--- src/rtl/coin_seq_pkg.sv ---
// Shared definitions for the coin dispense sequencer: state encoding,
// servo direction levels and a constant-width helper.
package coin_seq_pkg;

  typedef logic [2:0] state_t;

  localparam state_t ST_IDLE        = 3'd0;
  localparam state_t ST_PUSH        = 3'd1;
  localparam state_t ST_PUSH_WAIT   = 3'd2;
  localparam state_t ST_RETURN      = 3'd3;
  localparam state_t ST_RETURN_WAIT = 3'd4;
  localparam state_t ST_SETTLE      = 3'd5;
  localparam state_t ST_ERR         = 3'd6;
  localparam state_t ST_FINISH      = 3'd7;

  localparam logic SERVO_BACK  = 1'b1;
  localparam logic SERVO_FRONT = 1'b0;

  // Bits needed to represent values 0..value-1 (minimum 1).
  function automatic int clog2(input longint unsigned value);
    int w;
    w = 0;
    while ((64'd1 << w) < value) w++;
    return (w == 0) ? 1 : w;
  endfunction

endpackage

--- src/rtl/seq_timer.sv ---
// Loadable down-counter that saturates at zero; one instance paces every
// wait in the sequencer.
module seq_timer #(
  parameter int W = 8
) (
  input  logic         clk,
  input  logic         clr,
  input  logic         load,
  input  logic [W-1:0] value,
  output logic         zero
);

  logic [W-1:0] cnt_q, cnt_d;

  always_comb begin
    cnt_d = cnt_q;
    if (load)              cnt_d = value;
    else if (cnt_q != '0)  cnt_d = cnt_q - W'(1);
  end

  always_ff @(posedge clk or negedge clr) begin
    if (!clr) cnt_q <= '0;
    else      cnt_q <= cnt_d;
  end

  assign zero = (cnt_q == '0);

endmodule

--- src/rtl/coin_dispense_sequencer.sv ---
// Coin-pusher servo sequencer: one back/front stroke per requested coin.
// Optional abort input enabled by defining COIN_ABORT_EN.
module coin_dispense_sequencer
  import coin_seq_pkg::*;
#(
  parameter int CNT_W      = 8,
  parameter int ACK_CYCLES = 16,
  parameter int STROKE_MAX = 40_000_000,
  parameter int SETTLE     = 1_000_000
) (
  input  logic             clk,
  input  logic             clr,
`ifdef COIN_ABORT_EN
  input  logic             abort,
`endif
  input  logic             req_valid,
  input  logic [CNT_W-1:0] req_count,
  output logic             req_ready,
  output logic [31:0]      servo_ctrl,
  input  logic             servo_back_done,
  input  logic             servo_front_done,
  output logic             busy,
  output logic             done,
  output logic             error,
  output logic [CNT_W-1:0] dispensed
);

  localparam int TMR_W = clog2(longint'(STROKE_MAX) + 1);

  state_t           state_q, state_d;
  logic [CNT_W-1:0] remaining_q, remaining_d;
  logic [CNT_W-1:0] dispensed_q, dispensed_d;
  logic             servo_q, servo_d;
  logic             busy_q, busy_d;
  logic             done_q, done_d;
  logic             error_q, error_d;
  logic             ready_q, ready_d;
  logic             tmr_load, tmr_zero;
  logic [TMR_W-1:0] tmr_value;
  logic             abort_pend;

`ifdef COIN_ABORT_EN
  logic abort_q, abort_d;

  // An abort during a stroke is remembered so the coin in flight still completes.
  always_comb begin
    abort_d = abort_q;
    if (state_q == ST_IDLE)
      abort_d = 1'b0;
    else if (abort && (state_q inside {ST_PUSH, ST_PUSH_WAIT, ST_RETURN, ST_RETURN_WAIT}))
      abort_d = 1'b1;
  end

  always_ff @(posedge clk or negedge clr) begin
    if (!clr) abort_q <= 1'b0;
    else      abort_q <= abort_d;
  end

  assign abort_pend = abort_q | abort;
`else
  assign abort_pend = 1'b0;
`endif

  always_ff @(posedge clk or negedge clr) begin
    if (!clr) state_q <= ST_IDLE;
    else      state_q <= state_d;
  end

  always_comb begin
    state_d = state_q;
    case (state_q)
      ST_IDLE:        if (req_valid) state_d = (req_count == '0) ? ST_FINISH : ST_PUSH;
      ST_PUSH:        if (!servo_back_done) state_d = ST_PUSH_WAIT;
                      else if (tmr_zero)    state_d = ST_ERR;
      ST_PUSH_WAIT:   if (servo_back_done)  state_d = ST_RETURN;
                      else if (tmr_zero)    state_d = ST_ERR;
      ST_RETURN:      if (!servo_front_done) state_d = ST_RETURN_WAIT;
                      else if (tmr_zero)     state_d = ST_ERR;
      ST_RETURN_WAIT: if (servo_front_done) state_d = abort_pend ? ST_FINISH : ST_SETTLE;
                      else if (tmr_zero)    state_d = ST_ERR;
      ST_SETTLE:      if (abort_pend)    state_d = ST_FINISH;
                      else if (tmr_zero) state_d = (remaining_q != '0) ? ST_PUSH : ST_FINISH;
      ST_ERR:         state_d = ST_FINISH;
      ST_FINISH:      state_d = ST_IDLE;
      default:        state_d = ST_IDLE;
    endcase
  end

  // Timer reloads on every state entry with that state's wait budget.
  assign tmr_load = (state_d != state_q);

  always_comb begin
    tmr_value = '0;
    case (state_d)
      ST_PUSH, ST_RETURN:           tmr_value = TMR_W'(ACK_CYCLES - 1);
      ST_PUSH_WAIT, ST_RETURN_WAIT: tmr_value = TMR_W'(STROKE_MAX - 1);
      ST_SETTLE:                    tmr_value = TMR_W'(SETTLE - 1);
      default:                      tmr_value = '0;
    endcase
  end

  seq_timer #(.W(TMR_W)) u_timer (
    .clk   (clk),
    .clr   (clr),
    .load  (tmr_load),
    .value (tmr_value),
    .zero  (tmr_zero)
  );

  always_comb begin
    remaining_d = remaining_q;
    dispensed_d = dispensed_q;
    error_d     = error_q;
    if (state_q == ST_IDLE && req_valid) begin
      remaining_d = req_count;
      dispensed_d = '0;
      error_d     = 1'b0;
    end
    if (state_q == ST_RETURN_WAIT && servo_front_done) begin
      remaining_d = remaining_q - CNT_W'(1);
      dispensed_d = dispensed_q + CNT_W'(1);
    end
    if (state_d == ST_ERR) error_d = 1'b1;
    servo_d = (state_d == ST_PUSH || state_d == ST_PUSH_WAIT) ? SERVO_BACK : SERVO_FRONT;
    busy_d  = (state_d != ST_IDLE);
    ready_d = (state_d == ST_IDLE);
    done_d  = (state_q == ST_FINISH);
  end

  always_ff @(posedge clk or negedge clr) begin
    if (!clr) begin
      remaining_q <= '0;
      dispensed_q <= '0;
      servo_q     <= SERVO_FRONT;
      busy_q      <= 1'b0;
      done_q      <= 1'b0;
      error_q     <= 1'b0;
      ready_q     <= 1'b1;
    end else begin
      remaining_q <= remaining_d;
      dispensed_q <= dispensed_d;
      servo_q     <= servo_d;
      busy_q      <= busy_d;
      done_q      <= done_d;
      error_q     <= error_d;
      ready_q     <= ready_d;
    end
  end

  assign servo_ctrl = {31'b0, servo_q};
  assign req_ready  = ready_q;
  assign busy       = busy_q;
  assign done       = done_q;
  assign error      = error_q;
  assign dispensed  = dispensed_q;

endmodule

--- config.mk ---
export PLATFORM = sky130hd
export DESIGN_NAME = coin_dispense_sequencer
export DESIGN_NICKNAME = d
export VERILOG_FILES = /design/src/rtl/coin_seq_pkg.sv /design/src/rtl/seq_timer.sv /design/src/rtl/coin_dispense_sequencer.sv
export SDC_FILE = /design/constraint.sdc
export NUM_CORES = 1
export LEC_CHECK = 0
export CORE_MARGIN = 1
export CORE_UTILIZATION = 49
export CTS_BUF_LIST = sky130_fd_sc_hd__clkbuf_16
export DETAILED_ROUTE_END_ITERATION = 8
export PLACE_DENSITY = 0.8
export SLEW_MARGIN = 20
export SYNTH_ARGS = -nofsm -noshare
export SYNTH_HDL_FRONTEND = slang
export SYNTH_SLANG_ARGS = --single-unit
--- constraint.sdc ---
create_clock -name clk -period 2.7 [get_ports clk]
set_input_delay 0.675 -clock clk [delete_from_list [all_inputs] [get_ports clk]]
set_output_delay 0.675 -clock clk [all_outputs]
set_load 0.05 [all_outputs]
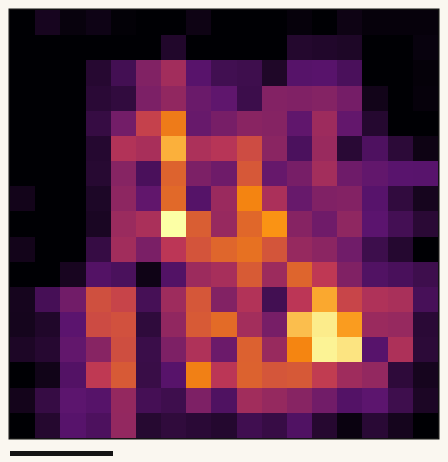
*Routed metal per tile, run 1*
Scale bar: 20 um. The die is cut into 17 by 17 equal tiles; black is low, pale yellow is high, scaled to the fullest tile. Values are wire area over tile area, all layers added.
20% of the tiles are nearly empty. The densest ninth of the die: center. The emptiest ninth of the die: upper left. 15% of the tiles are over half the peak.
drt wl/cell: 14.6 um
via count of the routed design: 2621
global router's overall resource usage: 20.9%
final WL: 6830 um

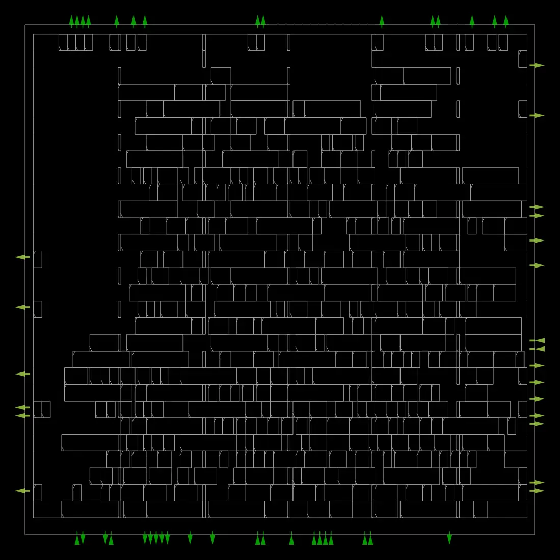
*Placed standard cells, run 1*
sequential cell count: 50
utilization after layout: 58.8%
Post-Layout Cell Count: 468
flip-flop and latch share of the layout cell area: 33.6%

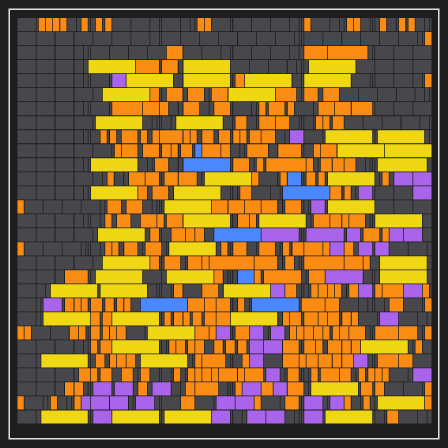
*Cell classes on the final placement, run 1*
Fill, decap, tap and diode cells in gray.
Key: other buffers and delay cells = purple [cells 48, share of their area 13%]; clock drivers and dummy loads = blue [cells 8, share of their area 4.0%]; all other logic = orange [cells 285, share of their area 49%]; flip-flops = yellow [cells 50, share of their area 34%]
core region area: 6350 sq um
final design instance area without fill: 3730 sq um
Site Rows: 29

==> reports/qor.tcl, run 1 <==
set qor(insertion_delay_ps) 290
set qor(period_needed_ps) 2460
set qor(gp_routability_congestion) 0.902
set qor(place_ws_ps) -74.6
set qor(path_depth) 9
set qor(r2r_start) {u_timer.cnt_q[17]$_DFFE_PN0P_}
set qor(drc_errors) 0
set qor(kind_of_start_point_of_the_critical_path) {primary input}
set qor(ys_top_cells_by_count) {sky130_fd_sc_hd__dfrtp_1, sky130_fd_sc_hd__nor2_1, sky130_fd_sc_hd__buf_4}
set qor(worst_ep_required_ps) 2860
set qor(pwr-share-comb_pct) 54.6
set qor(worstMarginPinSlew_ps) 685
set qor(initial_core_util_pct) 50.7
set qor(setup_violations) 0
set qor(yosysWarningCount) 0
set qor(cts.repair.resized) 0
set qor(skew_ps) 7.36
set qor(holdWs_ps) 423
set qor(yosysChipArea_sq_um) 3220
set qor(synth_largest_type_area_fraction_pct) 38.1
set qor(count_of_tool_warnings) 27
set qor(worst_slack_ps) 236
set qor(maxUsedRoutingLayer) {met4}
set qor(final.period_utilization_pct) 91.3
set qor(min_path_type) {primary input to async pin}
set qor(adder_share_pct) 1.55
set qor(synthesis.instances) 348
set qor(iteration_tally_of_the_first_detailed_router_pass) 5
set qor(cp_slowest_stage_delay_ps) 420
set qor(max_fo_critical_path) 5
set qor(layout-drive-gt1-share_pct) 16.4
set qor(tritoncts) {built}
set qor(topCellsByArea) {sky130_fd_sc_hd__dfrtp_1, sky130_fd_sc_hd__buf_4, sky130_fd_sc_hd__xnor2_1}
set qor(yosys.area_share.simple_pct) 24.5
set qor(final_layout_top_logic_cells) {sky130_fd_sc_hd__dfrtp_1, sky130_fd_sc_hd__nor2_1, sky130_fd_sc_hd__nand2_1}
set qor(path_class) {primary input to flop}
set qor(cts_made_buffers) 5
set qor(timing.fmax_ghz) 0.406
set qor(synth-async-reset-ratio_pct) 100
set qor(post-dp-hpwl_um) 5130
set qor(post_cts_hold_buffer_count) 0
set qor(power.switching_mw) 1.98
set qor(crit_path_start) {req_count[2]}
set qor(worst_r2r_endpoint) {u_timer.cnt_q[17]$_DFFE_PN0P_}
set qor(worst-endpoint-arrival_ps) 2620
set qor(diodes) 0
set qor(clock-root-buffer) {sky130_fd_sc_hd__clkbuf_16}
set qor(grt_busiest_layer) {met2}
set qor(cp_common_cell) {sky130_fd_sc_hd__buf_4}
set qor(cts_max_level) 2
set qor(routed-wl-met3_um) 360
set qor(worstPathBufferInverterCount) 3
set qor(combinational_family_with_the_most_area_after_synthesis) {simple AND/OR/NAND/NOR gates}
set qor(netlist.top_cell.by_area) {sky130_fd_sc_hd__dfrtp_1}
set qor(dominant_power_group) {combinational cells}
set qor(post-place-cells) 460
set qor(final-max-slew-violation-count) 0
set qor(status) {complete, no violations}
set qor(syn-mean-instance-area_sq_um) 9.26
set qor(total_leakage_power_nw) 1.59
set qor(timing.reg2reg.setup_slack_ps) 280
set qor(met1_length_um) 2930
set qor(rsz_0062_raised_after_global_routing) {false}
set qor(clock_power_mw) 0.621
set qor(cell_internal_pwr_mw) 2.43
set qor(worstSetupEndpointType) {flop}
set qor(critical_path.cell_chain) {clkdlybuf4s50_1, nor4_1, buf_4, a32oi_1, a31oi_1, o211ai_4, buf_4, nor2_1, o22ai_1}
set qor(worst-r2r-cell-count) 9
set qor(seq_power_share_pct) 31.4
set qor(worst_path_max_delay_cell) {sky130_fd_sc_hd__clkdlybuf4s50_1}
set qor(report.final.hold_viol_count) 0
set qor(gr-total-overflow) 0
set qor(port_buffers) 25
set qor(vias_in_the_first_global_route) 2539
set qor(chip_area_sq_um) 6900
set qor(global_route_wire_length_before_repair_um) 11700
set qor(yosys.stat.seqShare_pct) 38.9
set qor(routed-wl-met2_um) 3450
set qor(detail_route.vias_per_cell) 5.60
set qor(count_of_library_flops_with_an_enable_pin) 0
set qor(setup_tns_ps) 0
set qor(detail_route.iter0.violations) 145
set qor(synth_flops) 50
set qor(power_frac_clock_pct) 14.0
set qor(p_sw_share_pct) 44.9
set qor(maxCapViolCount) 0
==> run 1: worst reg2reg max path: cells and delay by family, from the launching register on <==
family	cells	cell delay, ps
simple gates	4	1390
buf+inv	2	250
xor+xnor	1	130
flops	1	420
compound gates	2	140
==> run 1: sequential cells by signal (all words and copies together) (netlist names) <==
signal / cells
done: 1
servo_q: 1
dispensed: 8
remaining_q: 8
req_ready: 1
state_q: 3
busy: 1
u_timer.cnt_q: 26
error: 1
==> run 1: area by class of cell <==
| cell class | count | area [sq um] |
|---|---|---|
| clock buffers | 5 | 125 |
| repair buffers | 48 | 455 |
| clock inverters | 3 | 20.0 |
| multi-input cells | 272 | 1730 |
| flip-flops and latches | 50 | 1250 |
| inverters | 13 | 48.8 |
| well taps | 77 | 96.3 |
| fillers | 545 | 2620 |
### Sequential cells grouped by signal name, run 1

Other sequential cells in the stronger gray, the rest of the logic in the fainter gray.
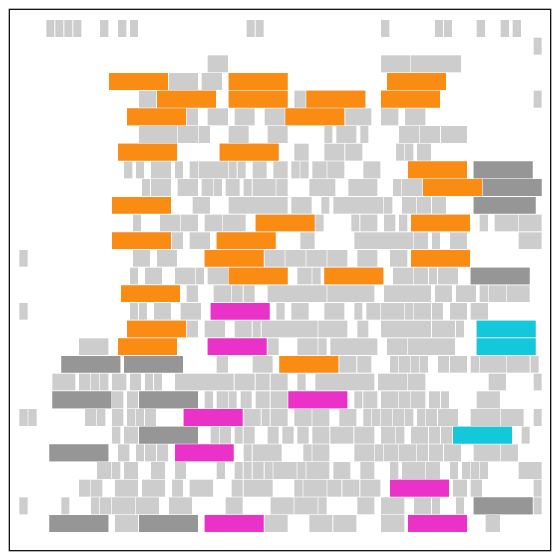

==> run 2: changes to the inputs <==
--- a/config.mk
+++ b/config.mk
@@ -7,9 +7,9 @@
 export LEC_CHECK = 0
 export CORE_MARGIN = 1
 export CORE_UTILIZATION = 49
-export CTS_BUF_LIST = sky130_fd_sc_hd__clkbuf_16
+export CTS_BUF_LIST = sky130_fd_sc_hd__clkbuf_4
 export DETAILED_ROUTE_END_ITERATION = 8
-export PLACE_DENSITY = 0.8
+export PLACE_DENSITY = 0.78
 export SLEW_MARGIN = 20
 export SYNTH_ARGS = -nofsm -noshare
 export SYNTH_HDL_FRONTEND = slang
==> constraint.sdc (replaced) <==
create_clock -name clk -period 2.2 [get_ports clk]
set_input_delay 0.55 -clock clk [delete_from_list [all_inputs] [get_ports clk]]
set_output_delay 0.55 -clock clk [all_outputs]
set_load 0.05 [all_outputs]
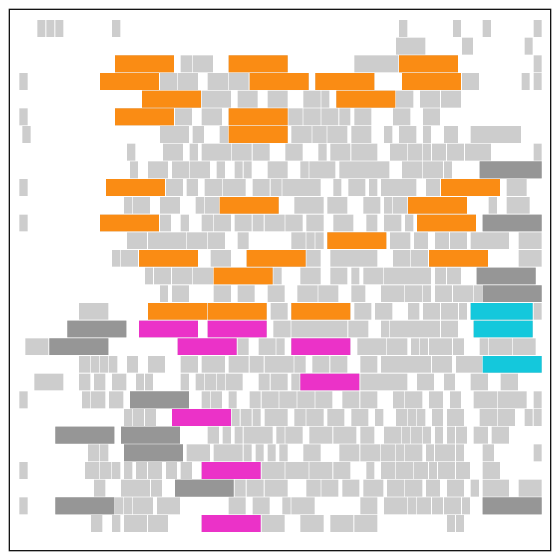
*Sequential cells grouped by signal name, run 2*
Other sequential cells in the stronger gray, the rest of the logic in the fainter gray.
Key: state_q = cyan [flops 3]; u_timer.cnt_q = orange [flops 26]; remaining_q = magenta [flops 8]
Another 13 sequential cells are not colored.
utilization after layout: 63.2%
sequential logic power: 1.64 mW

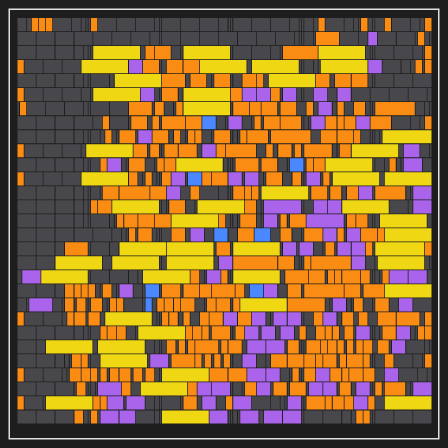
*Cell classes on the final placement, run 2*
Fill, decap, tap and diode cells in gray.
Key: flip-flops = yellow [cells 50, share of their area 32%]; other buffers and delay cells = purple [cells 88, share of their area 19%]; clock drivers and dummy loads = blue [cells 8, share of their area 1.5%]; all other logic = orange [cells 285, share of their area 47%]
final design instance area without fill: 4010 sq um
flip-flop and latch share of the layout cell area: 31.3%

==> run 2 against run 1 <==
Net effect:
- hold slack worse by 280 ps
- critical path type is now flop to flop
- the flow now finishes with violations (setup timing)
- design area is 7.5% higher
- first-iteration DRC count is 3.4% lower
==> reports/qor.tcl, run 2 <==
set qor(yosys.area_share.simple_pct) 24.5
set qor(maxCapViolCount) 0
set qor(yosysChipArea_sq_um) 3220
set qor(cell_internal_pwr_mw) 3.02
set qor(max_reg_flops) 26
set qor(netlist.top_cell.by_area) {sky130_fd_sc_hd__dfrtp_1}
set qor(setup_tns_ps) -178
set qor(non_clock_buffer_count) 88
set qor(tap_cells) 77
set qor(place_ws_ps) -468
set qor(avgRoutedWirePerCell_um) 14.2
set qor(synthesis.instances) 348
set qor(clock-root-buffer) {sky130_fd_sc_hd__clkbuf_4}
set qor(status) {finished with violations}
set qor(top_register) {u_timer.cnt_q}
set qor(crit_path_start) {u_timer.cnt_q[1]$_DFFE_PN0P_}
set qor(skew_ps) 11.1
set qor(max_fo_critical_path) 12
set qor(worst-endpoint-arrival_ps) 2540
set qor(num_vias) 2765
set qor(inverters) 13
set qor(path_class) {flop to flop}
set qor(pwr-share-comb_pct) 62.8
set qor(post-place-cells) 495
set qor(topCellsByArea) {sky130_fd_sc_hd__dfrtp_1, sky130_fd_sc_hd__buf_4, sky130_fd_sc_hd__xnor2_1}
set qor(timing.reg2reg.setup_slack_ps) -50
set qor(ys_top_cells_by_count) {sky130_fd_sc_hd__dfrtp_1, sky130_fd_sc_hd__nor2_1, sky130_fd_sc_hd__buf_4}
set qor(yosysWarningCount) 0
set qor(path_depth) 11
set qor(kind_of_start_point_of_the_critical_path) {flop}
set qor(yosys.stat.seqShare_pct) 38.9
set qor(comb_area_share_pct) 45.1
set qor(final-max-slew-violation-count) 0
set qor(final.clkbuf_count) 6
set qor(global_route_wire_length_before_repair_um) 12300
set qor(initial_core_util_pct) 50.7
set qor(synth-async-reset-ratio_pct) 100
set qor(report.final.hold_viol_count) 0
set qor(clock_power_mw) 0.441
set qor(global_route.usage.total_pct) 21.6
set qor(syn-mean-instance-area_sq_um) 9.26
set qor(detail_route.vias_per_cell) 5.44
set qor(tritoncts) {built}
set qor(iteration_tally_of_the_first_detailed_router_pass) 4
set qor(final_layout_top_logic_cells) {sky130_fd_sc_hd__buf_4, sky130_fd_sc_hd__dfrtp_1, sky130_fd_sc_hd__nor2_1}
set qor(area_fraction_of_clock_buffers_and_clock_inverters_pct) 1.43
set qor(dominant_power_group) {combinational cells}
set qor(combinational_family_with_the_most_area_after_synthesis) {simple AND/OR/NAND/NOR gates}
set qor(period_needed_ps) 2250
set qor(gp_routability_congestion) 0.885
set qor(drc_errors) 0
set qor(worst_slack_ps) -51.7
set qor(adder_share_pct) 1.55
set qor(min_path_type) {primary input to async pin}
set qor(layout-drive-gt1-share_pct) 27.6
set qor(worstSetupEndpointType) {flop}
set qor(count_of_library_flops_with_an_enable_pin) 0
set qor(count_of_tool_warnings) 29
set qor(setup_violations) 9
set qor(worst_path_max_delay_cell) {sky130_fd_sc_hd__dfrtp_1}
set qor(mi_logic_area_sq_um) 1810
set qor(chip_area_sq_um) 6900
set qor(gr-total-overflow) 0
set qor(post_cts_hold_buffer_count) 0
set qor(seq_power_share_pct) 29.3
set qor(worst_ep_required_ps) 2490
set qor(holdWs_ps) 138
set qor(diodes) 0
set qor(flop_area_sq_um) 1250
set qor(cp_slowest_stage_delay_ps) 430
set qor(std_cell_rows) 29
set qor(vias_in_the_first_global_route) 2789
set qor(worst_r2r_endpoint) {u_timer.cnt_q[14]$_DFFE_PN0P_}
set qor(total_leakage_power_nw) 1.80
set qor(r2r_start) {u_timer.cnt_q[1]$_DFFE_PN0P_}
set qor(dominant_cells) {combinational gates}
set qor(synth_largest_type_area_fraction_pct) 38.1
set qor(core_region_area_sq_um) 6350
set qor(fillerInstances) 520
set qor(worstPathBufferInverterCount) 3
set qor(synth_flops) 50
set qor(p_sw_share_pct) 45.8
set qor(postRouteWirelength_um) 7200
set qor(n_sequential_cell) 50
set qor(power.switching_mw) 2.56
set qor(violations) {setup timing}
[run 2: cell types whose count changed in the layout (fill, tap and decap cells not counted), sizes merged]
| cell | previous run | this run |
|---|---|---|
| buf | 24 | 64 |
| clkdlybuf4s50 | 24 | 19 |
| dlygate4sd2 | 0 | 3 |
| dlymetal6s2s | 0 | 2 |
| clkbuf | 5 | 6 |
| clkinvlp | 1 | 0 |
[run 2: timing repair]
item                                    4_1_cts  5_1_grt
gates resized                                15        8
setup buffers                                 4        1
pin swaps                                     5        0
endpoints found under the setup margin       21       32
[run 2: layer usage]
| layer | share of wire [%] | GRT usage [%] |
|---|---|---|
| met1 | 43 | 27.4 |
| met2 | 51 | 37.9 |
| met3 | 4.6 | 2.98 |
| met4 | 1.6 | 7.37 |
| met5 | 0 | 0 |
No activity file was given, so power comes from the tool's default toggle rates.
